--- src/rtl/sha256_pkg.sv ---
`default_nettype none
// ============================================================================
// Module      : sha256_pkg
// Description : Shared SHA-256 definitions for the votechain hashing core.
//               Message-schedule sigma functions (sig0/sig1), compression
//               Sigma functions (bsig0/bsig1), block-size constants and the
//               message-schedule state encoding.
// Ports       : none (package)
// Revision    : 1.0 - initial release
// ============================================================================
package sha256_pkg;

  localparam int N_MSG_WORDS = 16;
  localparam int N_ROUNDS    = 64;

  typedef enum logic [1:0] {
    ST_IDLE   = 2'd0,
    ST_LOAD   = 2'd1,
    ST_EXPAND = 2'd2,
    ST_DONE   = 2'd3
  } w_state_e;

  function automatic logic [31:0] rotr(input logic [31:0] x, input int unsigned n);
    return (x >> n) | (x << (32 - n));
  endfunction

  // Message schedule: small sigma 0
  function automatic logic [31:0] sig0(input logic [31:0] x);
    return rotr(x, 7) ^ rotr(x, 18) ^ (x >> 3);
  endfunction

  // Message schedule: small sigma 1
  function automatic logic [31:0] sig1(input logic [31:0] x);
    return rotr(x, 17) ^ rotr(x, 19) ^ (x >> 10);
  endfunction

  // Compression: big Sigma 0
  function automatic logic [31:0] bsig0(input logic [31:0] x);
    return rotr(x, 2) ^ rotr(x, 13) ^ rotr(x, 22);
  endfunction

  // Compression: big Sigma 1
  function automatic logic [31:0] bsig1(input logic [31:0] x);
    return rotr(x, 6) ^ rotr(x, 11) ^ rotr(x, 25);
  endfunction

endpackage
`default_nettype wire

--- src/rtl/w_sched.sv ---
`default_nettype none
// ============================================================================
// Module      : w_sched
// Description : SHA-256 message-schedule expander. Loads a 16-word block
//               into the external w_ram, then computes W[16..63] using the
//               four w_ram read ports, streaming every W[t] in index order.
// Ports       : clk, rst_n                 - clock, async active-low reset
//               start                      - begin a block (IDLE only)
//               msg_valid/msg_word/msg_ready - message word handshake
//               ram_we/ram_addr_W/ram_data_in - w_ram write port (flopped)
//               ram_addr_R1..R4            - read addresses t-2,t-7,t-15,t-16
//               ram_data_out1..4           - read data, one cycle latency
//               w_valid/w_data/w_idx       - W[t] stream to compressor
//               busy, done                 - status
// Revision    : 1.0 - initial release
// ============================================================================
module w_sched
  import sha256_pkg::*;
#(
  parameter int BW       = 31,
  parameter int wAddr_BW = 5
) (
  input  logic              clk,
  input  logic              rst_n,
  input  logic              start,
  input  logic              msg_valid,
  input  logic [BW:0]       msg_word,
  output logic              msg_ready,
  output logic              ram_we,
  output logic [wAddr_BW:0] ram_addr_W,
  output logic [BW:0]       ram_data_in,
  output logic [wAddr_BW:0] ram_addr_R1,
  output logic [wAddr_BW:0] ram_addr_R2,
  output logic [wAddr_BW:0] ram_addr_R3,
  output logic [wAddr_BW:0] ram_addr_R4,
  input  logic [BW:0]       ram_data_out1,
  input  logic [BW:0]       ram_data_out2,
  input  logic [BW:0]       ram_data_out3,
  input  logic [BW:0]       ram_data_out4,
  output logic              w_valid,
  output logic [BW:0]       w_data,
  output logic [wAddr_BW:0] w_idx,
  output logic              busy,
  output logic              done
);

  localparam int AW = wAddr_BW + 1;

  localparam logic [1:0] c_IDLE   = ST_IDLE;
  localparam logic [1:0] c_LOAD   = ST_LOAD;
  localparam logic [1:0] c_EXPAND = ST_EXPAND;
  localparam logic [1:0] c_DONE   = ST_DONE;

  localparam logic [wAddr_BW:0] c_LOAD_LAST = AW'(N_MSG_WORDS - 1);
  localparam logic [wAddr_BW:0] c_T_FIRST   = AW'(N_MSG_WORDS);
  localparam logic [wAddr_BW:0] c_T_LAST    = AW'(N_ROUNDS - 1);
  localparam logic [wAddr_BW:0] c_D1        = AW'(2);
  localparam logic [wAddr_BW:0] c_D2        = AW'(7);
  localparam logic [wAddr_BW:0] c_D3        = AW'(15);
  localparam logic [wAddr_BW:0] c_D4        = AW'(16);

  logic [1:0]        r_state;
  logic [wAddr_BW:0] r_cnt;      // LOAD word count
  logic [wAddr_BW:0] r_t;        // index whose addresses are currently driven
  logic              r_iss;      // current addresses are a live issue
  logic              r_rd_vld;   // read data on ram_data_out* is live
  logic [wAddr_BW:0] r_rd_t;     // index matching the live read data
  logic              r_we;
  logic [wAddr_BW:0] r_addr_w;
  logic [BW:0]       r_data;
  logic [wAddr_BW:0] r_r1, r_r2, r_r3, r_r4;

  logic [wAddr_BW:0] w_t_next;
  logic [BW:0]       w_sum;

  // The first issue (t=16) is launched on the edge that accepts word 15, so
  // the addresses are already on the bus in the first EXPAND cycle.
  assign w_t_next = (r_state == c_LOAD) ? c_T_FIRST : r_t + AW'(1);

  // Carries beyond bit 31 are discarded by the 32-bit sum width.
  assign w_sum = sig1(ram_data_out1) + ram_data_out2 + sig0(ram_data_out3) + ram_data_out4;

  always_ff @(posedge clk or negedge rst_n) begin
    if (!rst_n) begin
      r_state  <= c_IDLE;
      r_cnt    <= '0;
      r_t      <= '0;
      r_iss    <= 1'b0;
      r_rd_vld <= 1'b0;
      r_rd_t   <= '0;
      r_we     <= 1'b0;
      r_addr_w <= '0;
      r_data   <= '0;
      r_r1     <= '0;
      r_r2     <= '0;
      r_r3     <= '0;
      r_r4     <= '0;
    end else begin
      r_we     <= 1'b0;
      r_rd_vld <= r_iss;
      r_rd_t   <= r_t;
      case (r_state)
        c_IDLE: begin
          if (start) begin
            r_state <= c_LOAD;
            r_cnt   <= '0;
          end
        end
        c_LOAD: begin
          if (msg_valid) begin
            r_we     <= 1'b1;
            r_addr_w <= r_cnt;
            r_data   <= msg_word;
            r_cnt    <= r_cnt + AW'(1);
            if (r_cnt == c_LOAD_LAST) begin
              r_state <= c_EXPAND;
              r_t     <= w_t_next;
              r_iss   <= 1'b1;
              r_r1    <= w_t_next - c_D1;
              r_r2    <= w_t_next - c_D2;
              r_r3    <= w_t_next - c_D3;
              r_r4    <= w_t_next - c_D4;
            end
          end
        end
        c_EXPAND: begin
          // Issue side: addresses hold at t=63 once issuing stops.
          if (r_iss) begin
            if (r_t == c_T_LAST) begin
              r_iss <= 1'b0;
            end else begin
              r_t  <= w_t_next;
              r_r1 <= w_t_next - c_D1;
              r_r2 <= w_t_next - c_D2;
              r_r3 <= w_t_next - c_D3;
              r_r4 <= w_t_next - c_D4;
            end
          end
          // Write side: two cycles behind the issue.
          if (r_rd_vld) begin
            r_we     <= 1'b1;
            r_addr_w <= r_rd_t;
            r_data   <= w_sum;
          end
          if (r_we && (r_addr_w == c_T_LAST)) begin
            r_state <= c_DONE;
          end
        end
        c_DONE: begin
          r_state <= c_IDLE;
        end
        default: begin
          r_state <= c_IDLE;
        end
      endcase
    end
  end

  assign msg_ready   = (r_state == c_LOAD);
  assign busy        = (r_state != c_IDLE);
  assign done        = (r_state == c_DONE);
  assign ram_we      = r_we;
  assign ram_addr_W  = r_addr_w;
  assign ram_data_in = r_data;
  assign w_valid     = r_we;
  assign w_idx       = r_addr_w;
  assign w_data      = r_data;
  assign ram_addr_R1 = r_r1;
  assign ram_addr_R2 = r_r2;
  assign ram_addr_R3 = r_r3;
  assign ram_addr_R4 = r_r4;

endmodule
`default_nettype wire

--- config.mk ---
export PLATFORM = sky130hd
export DESIGN_NAME = w_sched
export DESIGN_NICKNAME = d
export VERILOG_FILES = /design/src/rtl/sha256_pkg.sv /design/src/rtl/w_sched.sv
export SDC_FILE = /design/constraint.sdc
export NUM_CORES = 1
export LEC_CHECK = 0
export CORE_ASPECT_RATIO = 0.9
export CORE_UTILIZATION = 35
export DETAILED_ROUTE_END_ITERATION = 10
export SKIP_CTS_REPAIR_TIMING = 1
export SLEW_MARGIN = 10
export SYNTH_ARGS = -nofsm -noshare
export SYNTH_HDL_FRONTEND = slang
export SYNTH_SLANG_ARGS = --single-unit
--- constraint.sdc ---
create_clock -name clk -period 2.2 [get_ports clk]
set_input_delay 0.66 -clock clk [delete_from_list [all_inputs] [get_ports clk]]
set_output_delay 0.66 -clock clk [all_outputs]
set_load 0.02 [all_outputs]
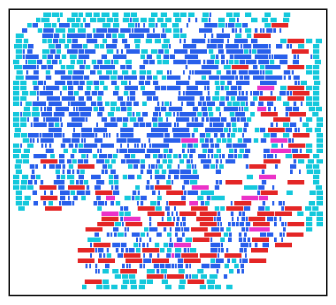
**Above:** run 1 (cells coloured by class).
Key: remaining buffers and delay cells = cyan [cells 469, share of their area 32%]; sequential cells = red [cells 77, share of their area 14%]; combinational and other logic = blue [cells 787, share of their area 51%]; clock drivers and dummy loads = magenta [cells 16, share of their area 2.6%]

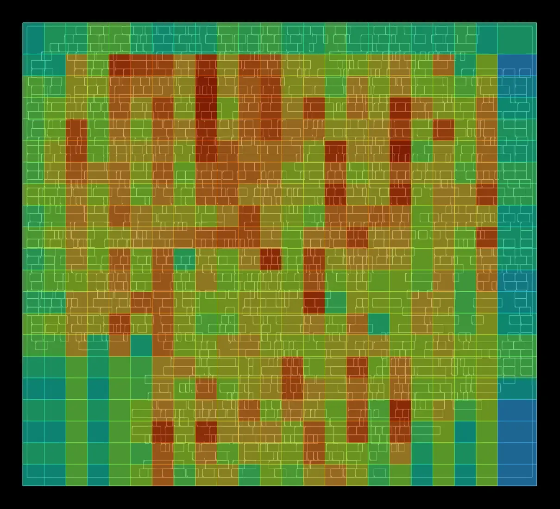
**Above:** run 1 (track usage over the die).
met2 Use GR: 34.1%
final core occ: 58.8%
GR peak layer: met2

==> job_summary.md, run 1 <==
### Yosys + OpenROAD results

| Metric | Value |
|---|---|
| Status | `finished with violations` |
| Failing checks | `negative setup slack` |
| Vias | `7651` |
| Final setup viols | `31` |
| Fill cell total of the finished layout | `2031` |
| Main logic family | `adder cells` |
| Logic area | `6270 um^2` |
| Flops after synth | `77` |
| Inverters | `128` |
| Clock slew at reported path FFs | `0.06 ns` |
| Metal-1 WL | `12600 um` |
| DRC viols | `0` |
| Multi-input comb cells | `659` |
| RePlAce Congestion | `0.936` |
| Final setup margin | `-1.81 ns` |
| Clock network power | `0.00171 W` |
| Yosys chip area | `8290 um^2` |
| CP max stage delay | `0.45 ns` |
| Mapped Area | `8290 um^2` |
| IO buf count | `268` |
| Synth-to-Final Area Change | `65.1%` |
| Tapcells | `302` |
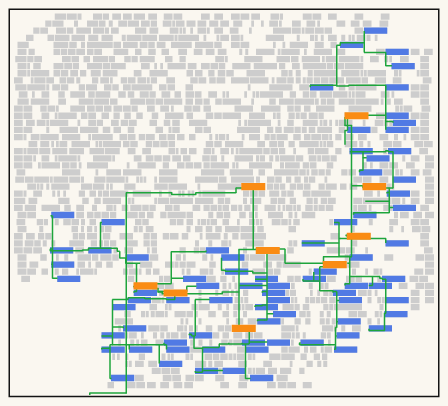
**Above:** run 1 (clock network drawn from the DEF).
Key: flip-flops = blue [count 77]; clock wires = green [length 1180 um]; clock drivers = orange [count 9]
There are 10 routed clock nets.

==> run 1: flip-flops by register name, indices dropped and copies added (netlist names) <==
register,count
r_cnt,6
ram_we,1
ram_addr_R1,5
r_rd_vld,1
ram_addr_R4,2
r_t,6
ram_addr_R3,3
ram_addr_R2,6
r_rd_t,6
r_iss,1
ram_addr_W,6
ram_data_in,32
r_state,2
==> run 1: final timing paths <==
path	cells past startpoint	end	slack [ns]
min	1	ram_addr_R3[3]$_DFFE_PN0P_	0.23
max	18	ram_data_in[25]$_DFFE_PN0P_	-1.81
min reg2reg	0	r_rd_vld$_DFF_PN0_	0.41
max in group asynchronous	2	ram_data_in[11]$_DFFE_PN0P_	1.42
max reg2reg	10	ram_data_in[25]$_DFFE_PN0P_	0.21
min in group clk	0	r_rd_vld$_DFF_PN0_	0.41
--- run 2 (diff from run 1) ---
--- a/config.mk
+++ b/config.mk
@@ -9,7 +9,7 @@
 export CORE_UTILIZATION = 35
 export DETAILED_ROUTE_END_ITERATION = 10
 export SKIP_CTS_REPAIR_TIMING = 1
-export SLEW_MARGIN = 10
+export SLEW_MARGIN = 20
 export SYNTH_ARGS = -nofsm -noshare
 export SYNTH_HDL_FRONTEND = slang
 export SYNTH_SLANG_ARGS = --single-unit
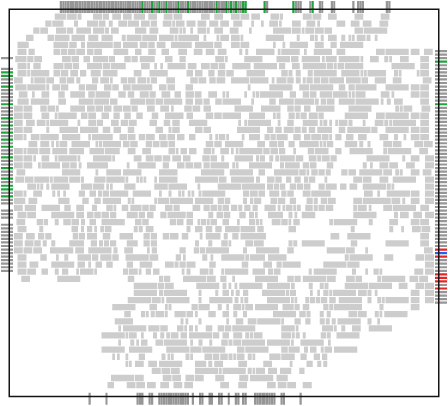
**Above:** run 2 (ports around the boundary).
Pins as bars across the die edge, other pins in grey.
Key: `w_valid` = blue [pins 1, direction output, edge east]; `ram_addr_W` = red [pins 6, direction output, edge east]; `ram_data_out2` = green [pins 32, direction input, edge 15 north, 15 west, 2 east]

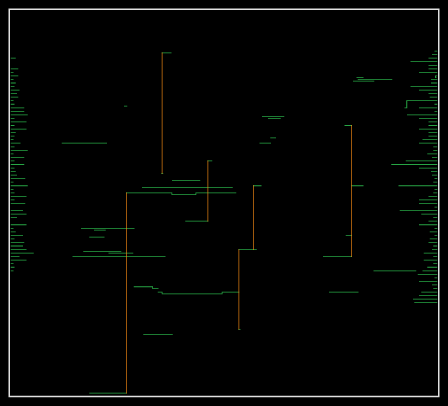
**Above:** run 2 (metal layers overlaid).
Only two layers are drawn.
Key: metal 4 = orange [wire length 252 um]; metal 3 = green [wire length 869 um]

==> run 2 against run 1 <==
The flow still finishes with violations (negative setup slack). Synthesized area unchanged. Final area is the same. Via count unchanged. Setup slack stayed put. Final cell count unchanged. Critical endpoint unchanged. Largest power group unchanged.
==> job_summary.md, run 2 <==
### Yosys + OpenROAD results

| Metric | Value |
|---|---|
| Post-route insts no fill | `1651 (unchanged)` |
| Multi-input comb cells | `659 (unchanged)` |
| CP max stage delay | `0.45 ns (about the same)` |
| Worst endpoint required time | `2.43 ns (about the same)` |
| DRC viols | `0 (unchanged)` |
| Clock slew at reported path FFs | `0.06 ns (about the same)` |
| Cell count along the critical path | `18 (unchanged)` |
| Yosys chip area | `8290 um^2 (unchanged)` |
| Inverters | `128 (unchanged)` |
| Clock skew | `0.0105 ns (unchanged)` |
| Main logic family | `adder cells (unchanged)` |
| Flop count | `77 (unchanged)` |
| Flops after synth | `77 (unchanged)` |
| Max-Cap Viols | `0 (unchanged)` |
| Final setup viols | `31 (unchanged)` |
| RePlAce Congestion | `0.936 (unchanged)` |
| DP HPWL | `22300 um (unchanged)` |
| Share of layout cells above drive strength 1 | `27.9% (unchanged)` |
| Final core occ | `58.8% (unchanged)` |
| IO buf count | `268 (unchanged)` |
| Final nets | `1611 (unchanged)` |
| Vias | `7651 (unchanged)` |
| DP Area | `12600 um^2 (unchanged)` |
| Tapcells | `302 (unchanged)` |
| Synth-to-Final Area Change | `65.1% (unchanged)` |
| Largest net degree at the start of global routing | `42 (unchanged)` |
| Reg2reg setup slack | `0.21 ns (about the same)` |
| Final setup margin | `-1.81 ns (unchanged)` |
| Fill cell total of the finished layout | `2031 (unchanged)` |
| Initial antenna violation count | `0 (unchanged)` |
| Ys flop type | `dfrtp_1 (unchanged)` |
| Worst Setup EP | `ram_data_in[25]$_DFFE_PN0P_ (unchanged)` |
| Path depth of the worst reg2reg path | `10 (unchanged)` |
| Logic area | `6270 um^2 (unchanged)` |
| Clk sink count | `77 (unchanged)` |
| Async set-reset flop share out of synthesis | `100% (unchanged)` |
| Initial DRC count | `238 (unchanged)` |
| Max reg flops | `32 (unchanged)` |
| Cell Chain, Critical Path | `buf_8, xor2_4, xnor2_2, buf_4, fa_1, fa_1, inv_2, ha_4, inv_2, fa_2, nand2b_4, a211oi_4, o2111ai_2, and2_4, a21oi_4, a31oi_1, mux2i_1, nand2_1 (unchanged)` |
| Chip area | `24300 um^2 (unchanged)` |
| Status | `finished with violations (unchanged)` |
| Top cells, area | `dfrtp_1 23%, fa_1 15%, xnor2_1 9.5% (unchanged)` |
| Mapped Area | `8290 um^2 (unchanged)` |
| Crit Path Max Fanout | `6 (unchanged)` |
| Worst Path Buf+Inv | `4 (unchanged)` |
| Failing checks | `negative setup slack (unchanged)` |
| Crit Reg-Reg Endpoint | `ram_data_in[25]$_DFFE_PN0P_ (unchanged)` |
| Pre-Place Util | `35.6% (unchanged)` |
| Comb pwr share | `78.7% (about the same)` |
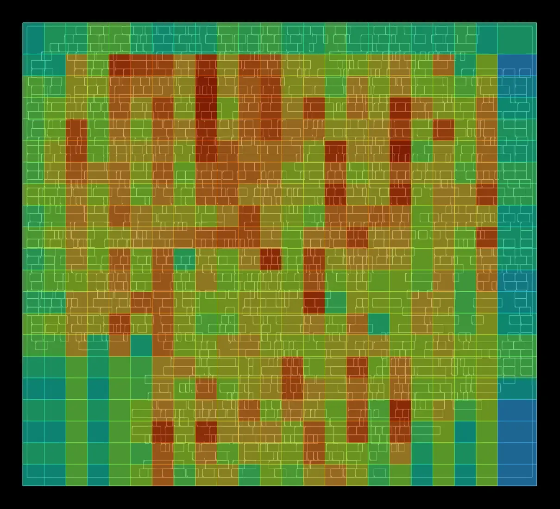
**Above:** run 2 (track usage over the die).
met1 usage: 30.8%
grt met3 use: 2.02%
Tot GR Track Use: 21.2%
routed len/inst: 16.0 um

[run 2: worst reg2reg max path, stage by stage, from the launching register on]
cell      delay, ns
dfrtp_1        0.37
inv_1          0.11
ha_2           0.28
buf_4          0.18
nand2b_1       0.11
and2_1         0.19
nand2_1        0.09
buf_4          0.20
nor2_1         0.06
mux2i_1        0.22
nand2_1        0.08
[run 2: power groups by stage]
stage	Sequential, W	Clock, W	Combinational, W
CTS	0.00253	0.00174	0.0140
detailed placement	0.00255	0	0.0139
global placement	0.00253	0	0.0138
global route	0.00260	0.00180	0.0169
floorplan	0.00297	0	0.00769
finish	0.00251	0.00171	0.0156
[run 2: per-layer routing]
layer	wire length (um)	track usage, %
met5	0	0
met4	251	4.21
met3	868	2.02
met2	12700	34.1
met1	12600	30.8
No activity file was given, so power comes from the tool's default toggle rates.
